==> run_1/gate_families.png <==
Drawn at 10 px/µm.
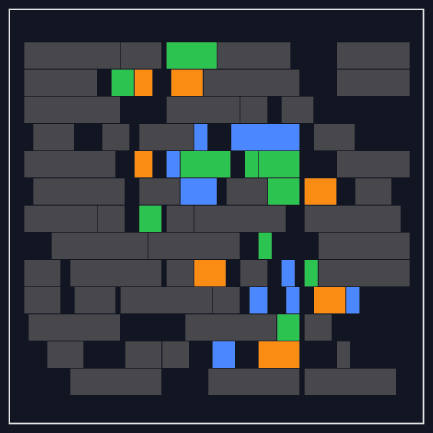
==> run_1/port_nets.png <==
Drawn at 12 px/µm.
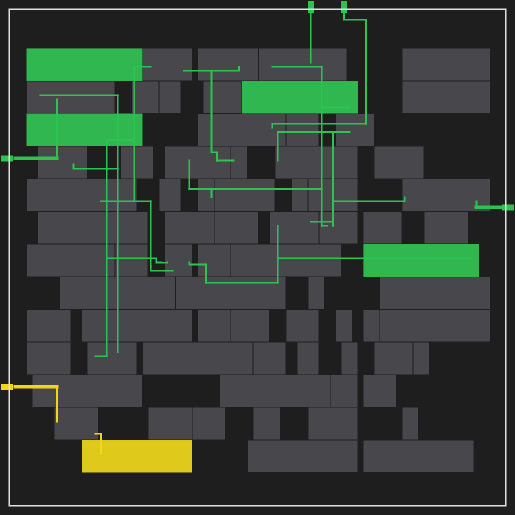
==> run_1/final_clocks.png <==
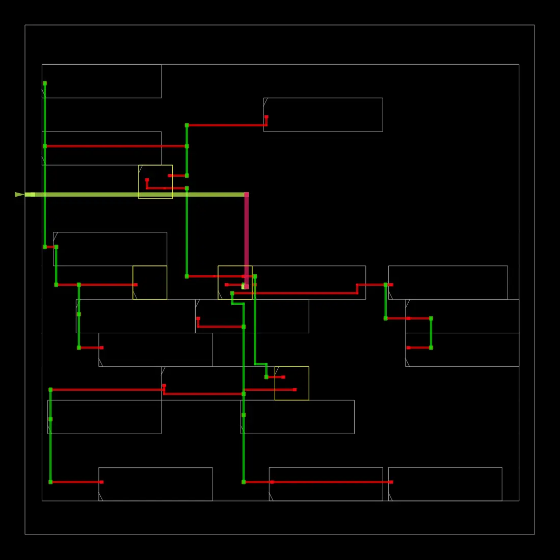
==> run_1/registers.png <==
Drawn at 6 px/µm. Other sequential cells in the stronger gray, the rest of the logic in the fainter gray.
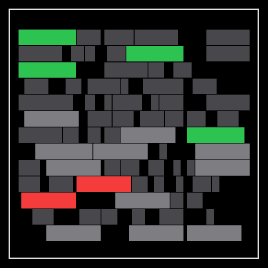
## src/rtl/educ8_pkg.sv

```systemverilog
// Shared definitions for the EDUC-8 timing chain.
// Contents:
//   TS_W    - width of the T-state code fed to the 4-to-16 state decoder
//   mode_e  - sequencer mode encoding (HALT/RUN/STOPPING/STEP)
//   ts_next - wrapping T-state increment
package educ8_pkg;

  localparam int unsigned TS_W = 4;

  typedef enum logic [1:0] {
    ModeHalt     = 2'd0,
    ModeRun      = 2'd1,
    ModeStopping = 2'd2,
    ModeStep     = 2'd3
  } mode_e;

  // Next T-state code: wraps to 0 after the last state of the machine cycle.
  function automatic logic [TS_W-1:0] ts_next(input logic [TS_W-1:0] ts,
                                              input logic [TS_W-1:0] last);
    return (ts == last) ? '0 : ts + TS_W'(1);
  endfunction

endpackage

```

## src/rtl/educ8_sw_sync.sv

```systemverilog
// Panel switch synchroniser and rising-edge detector.
// Ports:
//   clk   - system clock
//   nclr  - asynchronous active-low reset; clears the chain and edge history
//   sw    - asynchronous, level-sensitive panel switch
//   pulse - one-clock pulse on each synchronised rising edge of sw
// The pulse is decoded from flops only, so it is glitch-free; the FSM that
// consumes it acts on the following edge, SYNC_STAGES+1 clocks after sw rises.
module educ8_sw_sync #(
  parameter int unsigned SYNC_STAGES = 2
) (
  input  logic clk,
  input  logic nclr,
  input  logic sw,
  output logic pulse
);

  logic [SYNC_STAGES-1:0] sync_q;
  logic                   hist_q;

  always_ff @(posedge clk or negedge nclr) begin
    if (!nclr) begin
      sync_q <= '0;
      hist_q <= 1'b0;
    end else begin
      sync_q <= {sync_q[SYNC_STAGES-2:0], sw};
      hist_q <= sync_q[SYNC_STAGES-1];
    end
  end

  // A held level leaves sync and history equal, so it never retriggers.
  assign pulse = sync_q[SYNC_STAGES-1] & ~hist_q;

endmodule

```

## src/rtl/educ8_tstate_seq.sv

```systemverilog
// EDUC-8 front-panel run/stop/single-step controller and T-state sequencer.
// Ports:
//   clk       - system clock, all state changes on the rising edge
//   nclr      - asynchronous active-low reset
//   run_sw    - panel RUN switch (async level)
//   stop_sw   - panel STOP switch (async level)
//   step_sw   - panel SINGLE-STEP switch (async level)
//   halt_req  - CPU HLT decode, sampled on the last T-state while running
//   tstate    - current T-state code, 0..NSTATES-1
//   adv       - tstate advances at the end of this clock
//   cycle_end - adv with tstate at the last state of the machine cycle
//   running   - mode is not HALT (panel RUN lamp)
// The counter only stops on the wrap to T0, so HALT is always entered at T0.
module educ8_tstate_seq import educ8_pkg::*; #(
  parameter int unsigned NSTATES     = 8,
  parameter int unsigned SYNC_STAGES = 2
) (
  input  logic            clk,
  input  logic            nclr,
  input  logic            run_sw,
  input  logic            stop_sw,
  input  logic            step_sw,
  input  logic            halt_req,
  output logic [TS_W-1:0] tstate,
  output logic            adv,
  output logic            cycle_end,
  output logic            running
);

  localparam logic [TS_W-1:0] LastTs = TS_W'(NSTATES - 1);

  logic run_e, stop_e, step_e;

  educ8_sw_sync #(.SYNC_STAGES(SYNC_STAGES)) u_run_sync (
    .clk  (clk),
    .nclr (nclr),
    .sw   (run_sw),
    .pulse(run_e)
  );

  educ8_sw_sync #(.SYNC_STAGES(SYNC_STAGES)) u_stop_sync (
    .clk  (clk),
    .nclr (nclr),
    .sw   (stop_sw),
    .pulse(stop_e)
  );

  educ8_sw_sync #(.SYNC_STAGES(SYNC_STAGES)) u_step_sync (
    .clk  (clk),
    .nclr (nclr),
    .sw   (step_sw),
    .pulse(step_e)
  );

  mode_e           mode_q, mode_d;
  logic [TS_W-1:0] ts_q, ts_d;
  logic            active_q;    // registered "mode_d != HALT"; drives adv and running
  logic            cycle_end_q;
  logic            wrap;

  always_comb begin
    mode_d = mode_q;
    ts_d   = active_q ? ts_next(ts_q, LastTs) : ts_q;
    wrap   = active_q && (ts_q == LastTs);
    case (mode_q)
      ModeHalt: begin
        if (run_e) begin
          mode_d = ModeRun;
        end else if (step_e) begin
          mode_d = ModeStep;
        end
      end
      ModeRun: begin
        // A stop request landing on the wrap itself finishes this cycle and
        // halts, rather than running one more cycle in STOPPING.
        if (stop_e || (halt_req && (ts_q == LastTs))) begin
          mode_d = wrap ? ModeHalt : ModeStopping;
        end
      end
      ModeStopping, ModeStep: begin
        if (wrap) begin
          mode_d = ModeHalt;
        end
      end
      default: mode_d = ModeHalt;
    endcase
  end

  always_ff @(posedge clk or negedge nclr) begin
    if (!nclr) begin
      mode_q      <= ModeHalt;
      ts_q        <= '0;
      active_q    <= 1'b0;
      cycle_end_q <= 1'b0;
    end else begin
      mode_q      <= mode_d;
      ts_q        <= ts_d;
      active_q    <= (mode_d != ModeHalt);
      cycle_end_q <= (mode_d != ModeHalt) && (ts_d == LastTs);
    end
  end

  assign tstate    = ts_q;
  assign adv       = active_q;
  assign running   = active_q;
  assign cycle_end = cycle_end_q;

endmodule

```

## config.mk

```make
export PLATFORM = sky130hd
export DESIGN_NAME = educ8_tstate_seq
export DESIGN_NICKNAME = d
export VERILOG_FILES = /design/src/rtl/educ8_pkg.sv /design/src/rtl/educ8_sw_sync.sv /design/src/rtl/educ8_tstate_seq.sv
export SDC_FILE = /design/constraint.sdc
export NUM_CORES = 1
export LEC_CHECK = 0
export CAP_MARGIN = 20
export CORE_UTILIZATION = 43
export CTS_CLUSTER_SIZE = 25
export DETAILED_ROUTE_END_ITERATION = 12
export PLACE_DENSITY_LB_ADDON = 0.08
export SLEW_MARGIN = 20
export SYNTH_ARGS = -nofsm -noshare
export SYNTH_HDL_FRONTEND = slang
export SYNTH_SLANG_ARGS = --single-unit
```

## constraint.sdc

```tcl
create_clock -name clk -period 1.16 [get_ports clk]
set_input_delay 0.174 -clock clk [delete_from_list [all_inputs] [get_ports clk]]
set_output_delay 0.174 -clock clk [all_outputs]
set_load 0.05 [all_outputs]
```

==> flow_summary.toml, run 1 <==
# yosys + openroad results
[status]
run_status = "finished with violations"
violations = "negative setup slack"

[synthesis]
ys_types = 24
yosys.stat.seqShare_pct = 64.2
synth_warnings = 0
synth-seq-cells = 17
top_area_share_pct = 64.2
edf_count = 0
ys_cells = 51
synth_area_um2 = 663
synth_top_cell_by_area = "dfrtp_1"
syn-instance-count = 51
top_cells_by_count = "dfrtp_1, nor2_1, nand2_1"
floorplan.nets = 58
area_leaders = "dfrtp_1, nand2b_1, nor2_1"

[clock_network]
cts_tree = "built"
clockBufferDepth = 2
cts_hold_buf = 0
cts-root-buf = "clkbuf_4"
post_cts_buffers = 2
cts_max_level = 1
ctsResizeCount = 6
cts.clk_slew.worst_paths_ns = 0.11
clk_latency_ns = 0.29

[pwr]
p_clk_share_pct = 9.8
p_comb_uw = 2050
seqPwrFrac_pct = 28.9
p_int_uw = 1960
p_leak_uw = 0.000450
ir_drop_mv = 2.06
p_sw_share_pct = 41.1
power.density_nw_per_um2 = 3270

[placement]
postPlaceCellArea_um2 = 937
dpl.hpwl_um = 904
routabilityCongestion = 0.757
portBuffers = 12

[final_timing]
setup-tns-final_ns = -0.517
layout_setup_ws_ns = -0.0949
setup_viol = 10
hold-worst-slack_ns = 0.181
fin_crit_sh_pct = 108
drv_slew = 0

[final_layout]
logic_gate_count = 32
dominant_cells = "flip-flops and latches"
signal_buffers = 20
area_growth_pct = 54.0
fill_cells = 92
drive_gt1_share_pct = 45.9
clockNetworkAreaShare_pct = 2.94
layout.cells.non_filler = 89
finalInstanceArea_um2 = 1020
n_antenna_cell = 0
finish.net_count = 82
layout.area.comb_um2 = 268
comb_share_pct = 26.2
n_all_inverters = 1
lay_top_count = "dfrtp_1"
lay_top_cells = "dfrtp_1, buf_12"
clock_buffers = 3

[grt]
grt_pass1_vias = 454
grt_pass1_wl_um = 1870
grt_overflow = 0
grt_max_degree = 18
antenna_found_initial = 0
grt_use_total_pct = 18.7

[critical_path]
required_ns = 0.99
critPathLaunch = "adv"
crit_path_end = "running"
r2r-start = "adv"
cpMaxStageDelayCell = "dfrtp_2"
cp_top_family = "flip-flops"
r2r-end = "cycle_end"
worstPathArrival_ns = 1.08
start_kind = "register"
rr_worst_depth = 6
worstPathMaxFanout = 2
end_kind = "primary output"
critPathBufInv = 3
cp_common_cell = "buf_6"

[flow_run]
warning_count = 29
maxCapViolations = 0

[floorplanning]
die_w_um = 41.3
io-pin-count = 13
dieArea_um2 = 1700
fp_util_pct = 48.5
tap_cells = 15

[drt]
firstDrtPassIters = 3
num_vias = 484
route.detailed.drc = 0

[hold_path]
worstHoldPathType = "in2async"
Notes on gate_families.png above:
NOR gates -> blue  # cells 9, most used nor2_1
inverting AOI/OAI gates -> orange  # cells 7
NAND gates -> green  # cells 10, most used nand2_1

Notes on port_nets.png above:
tstate -> green  # bits 4, direction output, end cells 4, buffers 7, wire 220 µm
run_sw -> yellow  # bits 1, direction input, end cells 1, buffers 1, wire 8.50 µm

Notes on final_clocks.png above:
clk_skew: 0.0112 ns
Clock net power: 326 µW
Num CTS Buffers: 3
flip-flops: 17
Sink Count: 17

Notes on registers.png above:
u_stop_sync.sync_q -> red  # placed flops 2
tstate -> green  # placed flops 4
Seq area share: 42.3%
Seq power: 964 µW
Core Util, Final: 74.7%
Register Area: 432 µm²

-- run 1: kinds of logic (layout without fill, tap and decap cells) --
| family | count (synthesis) | in the layout | share of synthesized area [%] |
|---|---|---|---|
| simple gates | 19 | 19 | 17.4 |
| buf+inv | 2 | 25 | 1.70 |
| flops | 17 | 17 | 64.2 |
| compound gates | 9 | 9 | 9.62 |
| mux | 2 | 2 | 3.96 |
| xor+xnor | 1 | 1 | 1.32 |
| fa+ha+maj | 1 | 1 | 1.89 |
-- run 1: layer usage --
metal / track usage, % / vias to the layer above / share of wire [%]
li1: - / 222 / -
met1: 22.5 / 247 / 46
met2: 28.1 / 13 / 50
met3: 8.15 / 2 / 3.6
met4: 9.68 / 0 / 0.54
met5: 0 / - / 0
==> run_1/metal_stack.png <==
Drawn at 10 px/µm.
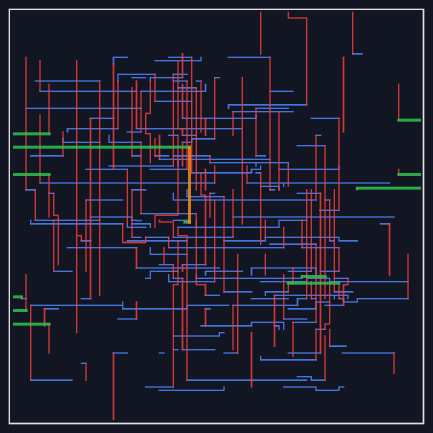

==> run 2, diff against run 1 <==
--- a/config.mk
+++ b/config.mk
@@ -10,6 +10,7 @@
 export CTS_CLUSTER_SIZE = 25
 export DETAILED_ROUTE_END_ITERATION = 12
 export PLACE_DENSITY_LB_ADDON = 0.08
+export SETUP_SLACK_MARGIN = 0.3
 export SLEW_MARGIN = 20
 export SYNTH_ARGS = -nofsm -noshare
 export SYNTH_HDL_FRONTEND = slang
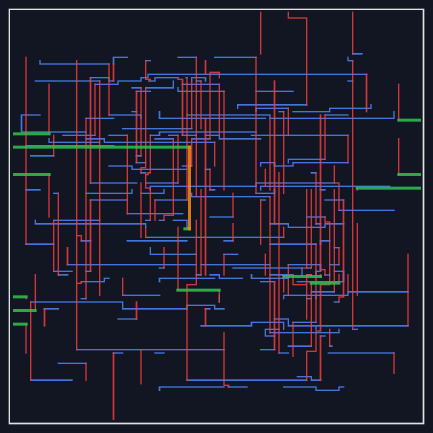
(run_2/metal_stack.png)
Drawn at 10 px/µm.
met1 -> blue  # wire length 614 µm
met4 -> orange  # wire length 8.20 µm
met3 -> green  # wire length 49.9 µm
met2 -> red  # wire length 675 µm

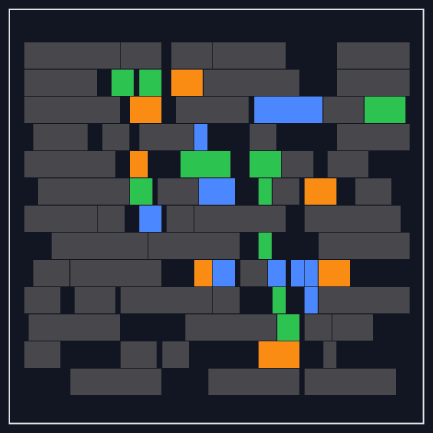
(run_2/gate_families.png)
Drawn at 10 px/µm.
inverting AOI/OAI gates -> orange  # cells 7
NOR gates -> blue  # cells 9, most used nor2_1
NAND gates -> green  # cells 10

==> run 2 against run 1 <==
The flow still finishes with violations (negative setup slack). Critical path depth increased by 2. Setup slack got worse by 0.020 ns. Combinational power increased by 5%. Synthesized cell count unchanged. Count of clock-buffer cells in the layout unchanged.
==> flow_summary.toml, run 2 <==
# yosys + openroad results
[status]
run_status = "finished with violations"
violations = "negative setup slack"

[critical_path]
cp_top_family = "flip-flops"
end_kind = "register"
worstPathMaxFanout = 6
path_depth = 5
start_kind = "register"
rr_worst_depth = 5
crit_chain = "ha_4 -> nor2_2 -> mux2_4 -> nand2b_4 -> nor3_2"
required_ns = 1.39
r2r-start = "tstate[0]"
cpMaxStageDelayCell = "dfrtp_2"
r2r-end = "cycle_end"
critPathLaunch = "tstate[0]"
crit_path_end = "cycle_end"
worstPathArrival_ns = 1.50
r2r_slack_ns = -0.11
critPathBufInv = 0

[clock_network]
post_cts_buffers = 2
cts_made_buffers = 3
cts_max_level = 1
cts_num_sinks = 17
cts_hold_buf = 0
cts-root-buf = "clkbuf_4"
cts.clk_slew.worst_paths_ns = 0.11
ctsResizeCount = 9
cts_tree = "built"
clk_latency_ns = 0.29
clockBufferDepth = 2

[final_layout]
lay_top_count = "dfrtp_1"
post-route-util_pct = 76.3
finish.net_count = 84
lay_top_cells = "dfrtp_1, buf_12, buf_6"
finalInstanceArea_um2 = 1040
drive_gt1_share_pct = 47.4
n_antenna_cell = 0
layout.cells.non_filler = 91
area_growth_pct = 57.2
largest_reg_flops = 4

[flow_run]
warning_count = 29
maxCapViolations = 0

[floorplanning]
die_h_um = 41.3
row_count = 13
fp_util_pct = 48.5
io-pin-count = 13
dieArea_um2 = 1700
die_w_um = 41.3
coreArea_um2 = 1370

[grt]
grt_max_degree = 18
grt_overflow = 0
antenna_found_initial = 0
grt_pass1_vias = 458
met1_usage_pct = 24.9
top_usage_layer = "met2"
grt_pass1_wl_um = 2020
grt_use_total_pct = 20.1
met3_usage_pct = 8.15
grt_use_met2_pct = 30.1

[final_timing]
layout_setup_ws_ns = -0.115
fin_crit_sh_pct = 110
drv_slew = 0
setup_viol = 9
clock_skew_ns = 0.00690
worstMarginPinSlew_ns = 0.336
finalCriticalPeriod_ns = 1.27
relSlewSlack_pct = 77.4
hold_viol_final = 0
setup-tns-final_ns = -0.557
hold-worst-slack_ns = 0.184
max_freq_mhz = 784

[synthesis]
syn-instance-count = 51
synth_warnings = 0
yosys.stat.seqShare_pct = 64.2
ys_sh_mux_pct = 3.96
top_logic_kind = "simple AND/OR/NAND/NOR gates"
floorplan.nets = 58
ys.flop_type = "dfrtp_1"
ys_types = 24
ys_sh_adder_pct = 1.89
xor_area_share_pct = 1.32
ys_cells = 51
ys_sh_simple_pct = 17.4
synthArstFlopShare_pct = 100
top_cells_by_count = "dfrtp_1, nor2_1, nand2_1"
synth_top_cell_by_area = "dfrtp_1"
ys_sh_aoi_pct = 9.62
synth_area_um2 = 663
edf_count = 0
top_area_share_pct = 64.2
top_cell = "dfrtp_1"
area_leaders = "dfrtp_1, nand2b_1, nor2_1"
synth-seq-cells = 17
yosysChipArea_um2 = 663
syn_area_per_cell_um2 = 13.0

[drt]
totalWireLength_um = 1350
top_layer = "met4"
firstDrtPassIters = 4
num_vias = 477
dr_wl_met2_um = 675
route.detailed.drc = 0
route.met3.wl_um = 49
wl_met1_um = 613
vias_per_cell = 5.24

[pwr]
p_sw_share_pct = 40.6
p_clk_share_pct = 9.5
ir_drop_mv = 2.06
power.density_nw_per_um2 = 3310
p_int_uw = 2050
p_leak_uw = 0.000459
power.total_uw = 3450
seqPwrFrac_pct = 27.8
p_comb_share_pct = 62.7

[placement]
portBuffers = 12
dp_slack_ns = -0.0994
postPlaceCellArea_um2 = 937
dpl.hpwl_um = 897
routabilityCongestion = 0.754

[hold_path]
worstHoldPathType = "in2async"
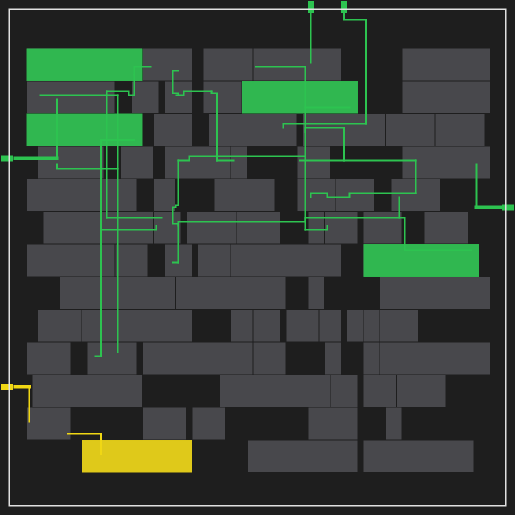
(run_2/port_nets.png)
Drawn at 12 px/µm.
run_sw -> yellow  # bits 1, direction input, end cells 1, buffers 1, wire 8.50 µm
tstate -> green  # bits 4, direction output, end cells 4, buffers 7, wire 234 µm

==> run 2: cell counts after synthesis <==
No cell type changed its count.
==> run 2: power by group through the flow <==
stage          Clock, µW  Sequential [µW]  Combinational [µW]
6_report             328              959                2160
5_1_grt              358              988                2280
4_1_cts              340              961                2020
3_5_place_dp           0              958                1870
3_3_place_gp           0              953                1830
2_1_floorplan          0             1330                 646
==> run 2: layout make-up <==
class | count | area [µm²]
multi-input combinational | 32 | 267
inverter | 1 | 3.75
sequential | 17 | 432
fill | 96 | 324
timing repair buffer | 22 | 292
clock inverter | 1 | 7.51
tap | 15 | 18.8
clock buffer | 3 | 22.5
==> run 2: cell families after synthesis <==
logic type	Yosys count
simple gates	19
compound gates	9
buf+inv	2
mux	2
fa+ha+maj	1
xor+xnor	1
flops	17
==> run_2/final_clocks.png <==
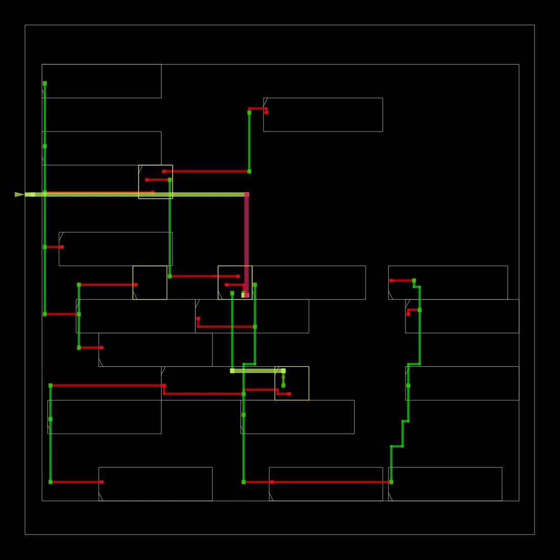

==> run 3, diff against run 2 <==
--- a/config.mk
+++ b/config.mk
@@ -6,7 +6,7 @@
 export NUM_CORES = 1
 export LEC_CHECK = 0
 export CAP_MARGIN = 20
-export CORE_UTILIZATION = 43
+export CORE_UTILIZATION = 40
 export CTS_CLUSTER_SIZE = 25
 export DETAILED_ROUTE_END_ITERATION = 12
 export PLACE_DENSITY_LB_ADDON = 0.08
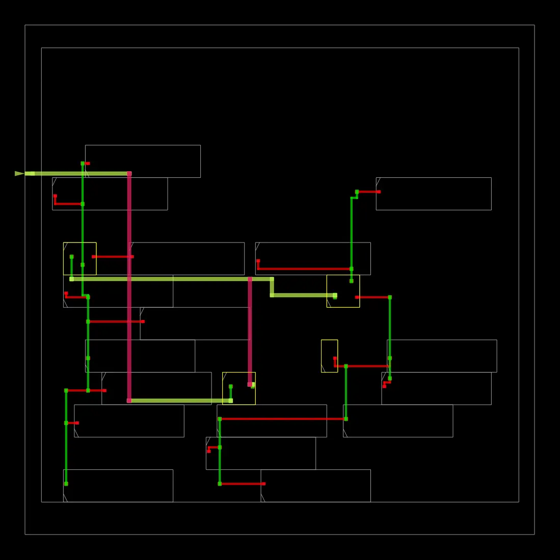
(run_3/final_clocks.png)
CLK BUF: 4
clk_skew: 0.00785 ns
Clock net power: 296 µW

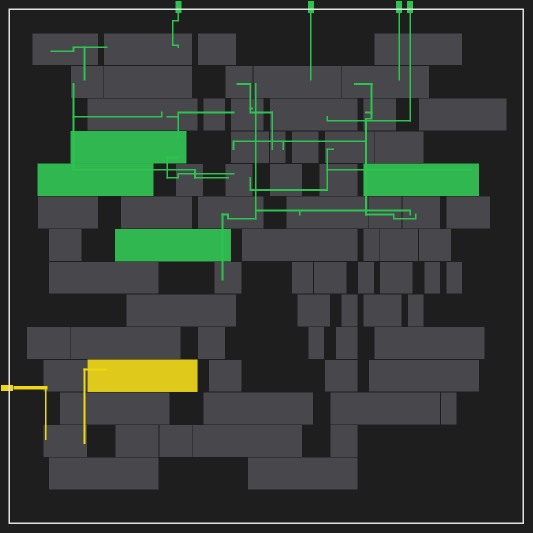
(run_3/port_nets.png)
Drawn at 12 px/µm.
tstate -> green  # bits 4, direction output, end cells 4, buffers 7, wire 179 µm
run_sw -> yellow  # bits 1, direction input, end cells 1, buffers 1, wire 14.7 µm
Top-Level Pins: 13
Buffers on Ports: 12

==> run 3 against run 2 <==
The flow still finishes with violations (negative setup slack). Count of clock-buffer cells in the layout grew 1. Sequential share of layout area rose by 1.3 points. Setup slack improved by 0.033 ns. First-iteration DRC count fell by 50%. Global-route usage down 4.8 points. Total power fell by 4.9%. Sequential cell count stayed put. Clock power is 9.8% lower. Hold slack better by 0.0087 ns. Non-clock buffer count shrank 1. Maximum frequency grew 2.7%. Sequential power rose by 0.4%. Critical path type unchanged. Largest power group unchanged.
==> flow_summary.toml, run 3 <==
# yosys + openroad results
[pwr]
p_comb_uw = 2020
p_int_uw = 1960
seq_power_uw = 963
seqPwrFrac_pct = 29.4
p_clk_share_pct = 9.0
power.total_uw = 3280
p_sw_share_pct = 40.1
power.density_nw_per_um2 = 3240
maxPowerGroup = "combinational logic"
p_leak_uw = 0.000446

[grt]
grt_overflow = 0
grt_max_degree = 18
grt_use_met2_pct = 20.6
met1_usage_pct = 20.3
grt_pass1_wl_um = 1910
met3_usage_pct = 6.38
antenna_found_initial = 0
grt_pass1_vias = 420
grt_use_total_pct = 15.3
top_usage_layer = "met2"

[flow_run]
warning_count = 29
maxCapViolations = 0

[critical_path]
end_kind = "register"
crit_path_end = "cycle_end"
r2r-start = "tstate[0]"
critPathBufInv = 1
r2r_slack_ns = -0.08
cpMaxStageDelayCell = "dfrtp_2"
required_ns = 1.32
path_depth = 5
worstPathArrival_ns = 1.40
rr_worst_depth = 5
worstPathMaxFanout = 4
cp_top_family = "flip-flops"
critPathLaunch = "tstate[0]"
start_kind = "register"
crit_chain = "buf_4 -> nand2b_1 -> o21ai_0 -> a32oi_1 -> nor3_4"

[drt]
route.met3.wl_um = 54
wl_met1_um = 544
firstDrtPassIters = 2
route.detailed.drc = 0
vias_per_cell = 4.97
dr_wl_met2_um = 508
top_layer = "met4"

[clock_network]
ctsResizeCount = 3
cts_num_sinks = 17
clk_latency_ns = 0.28
cts_hold_buf = 0
cts-root-buf = "clkbuf_4"
cts_made_buffers = 3
cts_tree = "built"
cts.clk_slew.worst_paths_ns = 0.09

[hold_path]
worstHoldPathType = "in2async"

[floorplanning]
coreArea_um2 = 1520
die_h_um = 42.7
die_w_um = 42.7
dieArea_um2 = 1820
fp_util_pct = 43.5
row_count = 14

[final_layout]
n_antenna_cell = 0
post-route-util_pct = 66.3
layout.cells.non_filler = 91
finish.net_count = 83
area_growth_pct = 52.5
finalInstanceArea_um2 = 1010
lay_top_cells = "dfrtp_1, buf_12, buf_4"
largest_reg_flops = 4
drive_gt1_share_pct = 44.0
lay_top_count = "dfrtp_1"

[final_timing]
worstMarginPinSlew_ns = 0.305
setup-tns-final_ns = -0.167
hold_viol_final = 0
fin_crit_sh_pct = 107
setup_viol = 7
max_freq_mhz = 805
finalCriticalPeriod_ns = 1.24
relSlewSlack_pct = 79.7
layout_setup_ws_ns = -0.0819

[synthesis]
yosysChipArea_um2 = 663
edf_count = 0
synth_area_um2 = 663
syn-instance-count = 51
top_logic_kind = "simple AND/OR/NAND/NOR gates"
ys_cells = 51
synth_top_cell_by_area = "dfrtp_1"
ys_sh_simple_pct = 17.4
ys_sh_aoi_pct = 9.62
synthArstFlopShare_pct = 100
area_leaders = "dfrtp_1, nand2b_1, nor2_1"
ys_sh_adder_pct = 1.89
yosys.stat.seqShare_pct = 64.2
synth-seq-cells = 17
xor_area_share_pct = 1.32
syn_area_per_cell_um2 = 13.0
top_cells_by_count = "dfrtp_1, nor2_1, nand2_1"
top_cell = "dfrtp_1"

[status]
run_status = "finished with violations"
violations = "negative setup slack"

[placement]
routabilityCongestion = 0.746
postPlaceCellArea_um2 = 946
dp_slack_ns = -0.0407
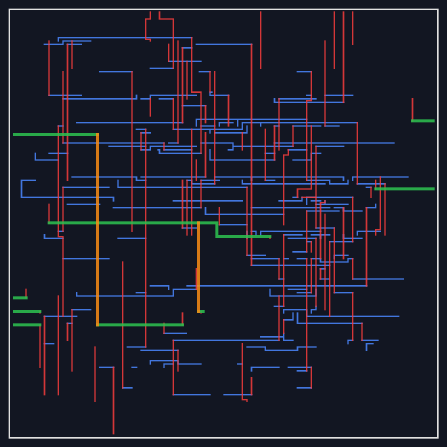
(run_3/metal_stack.png)
Drawn at 10 px/µm.
met3 -> green  # wire length 54.5 µm
met4 -> orange  # wire length 27.9 µm
met2 -> red  # wire length 508 µm
met1 -> blue  # wire length 545 µm
DRT Wirelength: 1140 µm
Avg WL per Cell: 12.5 µm
vias: 452

[run 3: netlist changes by cell type in the layout (fill, tap and decap cells not counted)]
cell,delta
o21ai_0,+1
nand2_2,+1
a21boi_2,-1
o21ai_1,-1
clkbuf_1,+1
nand2_4,-1
buf_6,-5
nor3_2,-1
a21boi_1,+1
clkinvlp_4,-1
nor3_4,+1
buf_4,+4
[run 3: area by class of cell]
| cell class | count | area, µm² |
|---|---|---|
| Multi-Input combinational cell | 32 | 264 |
| Tap cell | 16 | 20.0 |
| Fill cell | 122 | 513 |
| Inverter | 1 | 3.75 |
| Timing Repair Buffer | 21 | 265 |
| Sequential cell | 17 | 432 |
| Clock buffer | 4 | 26.3 |
No activity file was given, so power comes from the tool's default toggle rates.
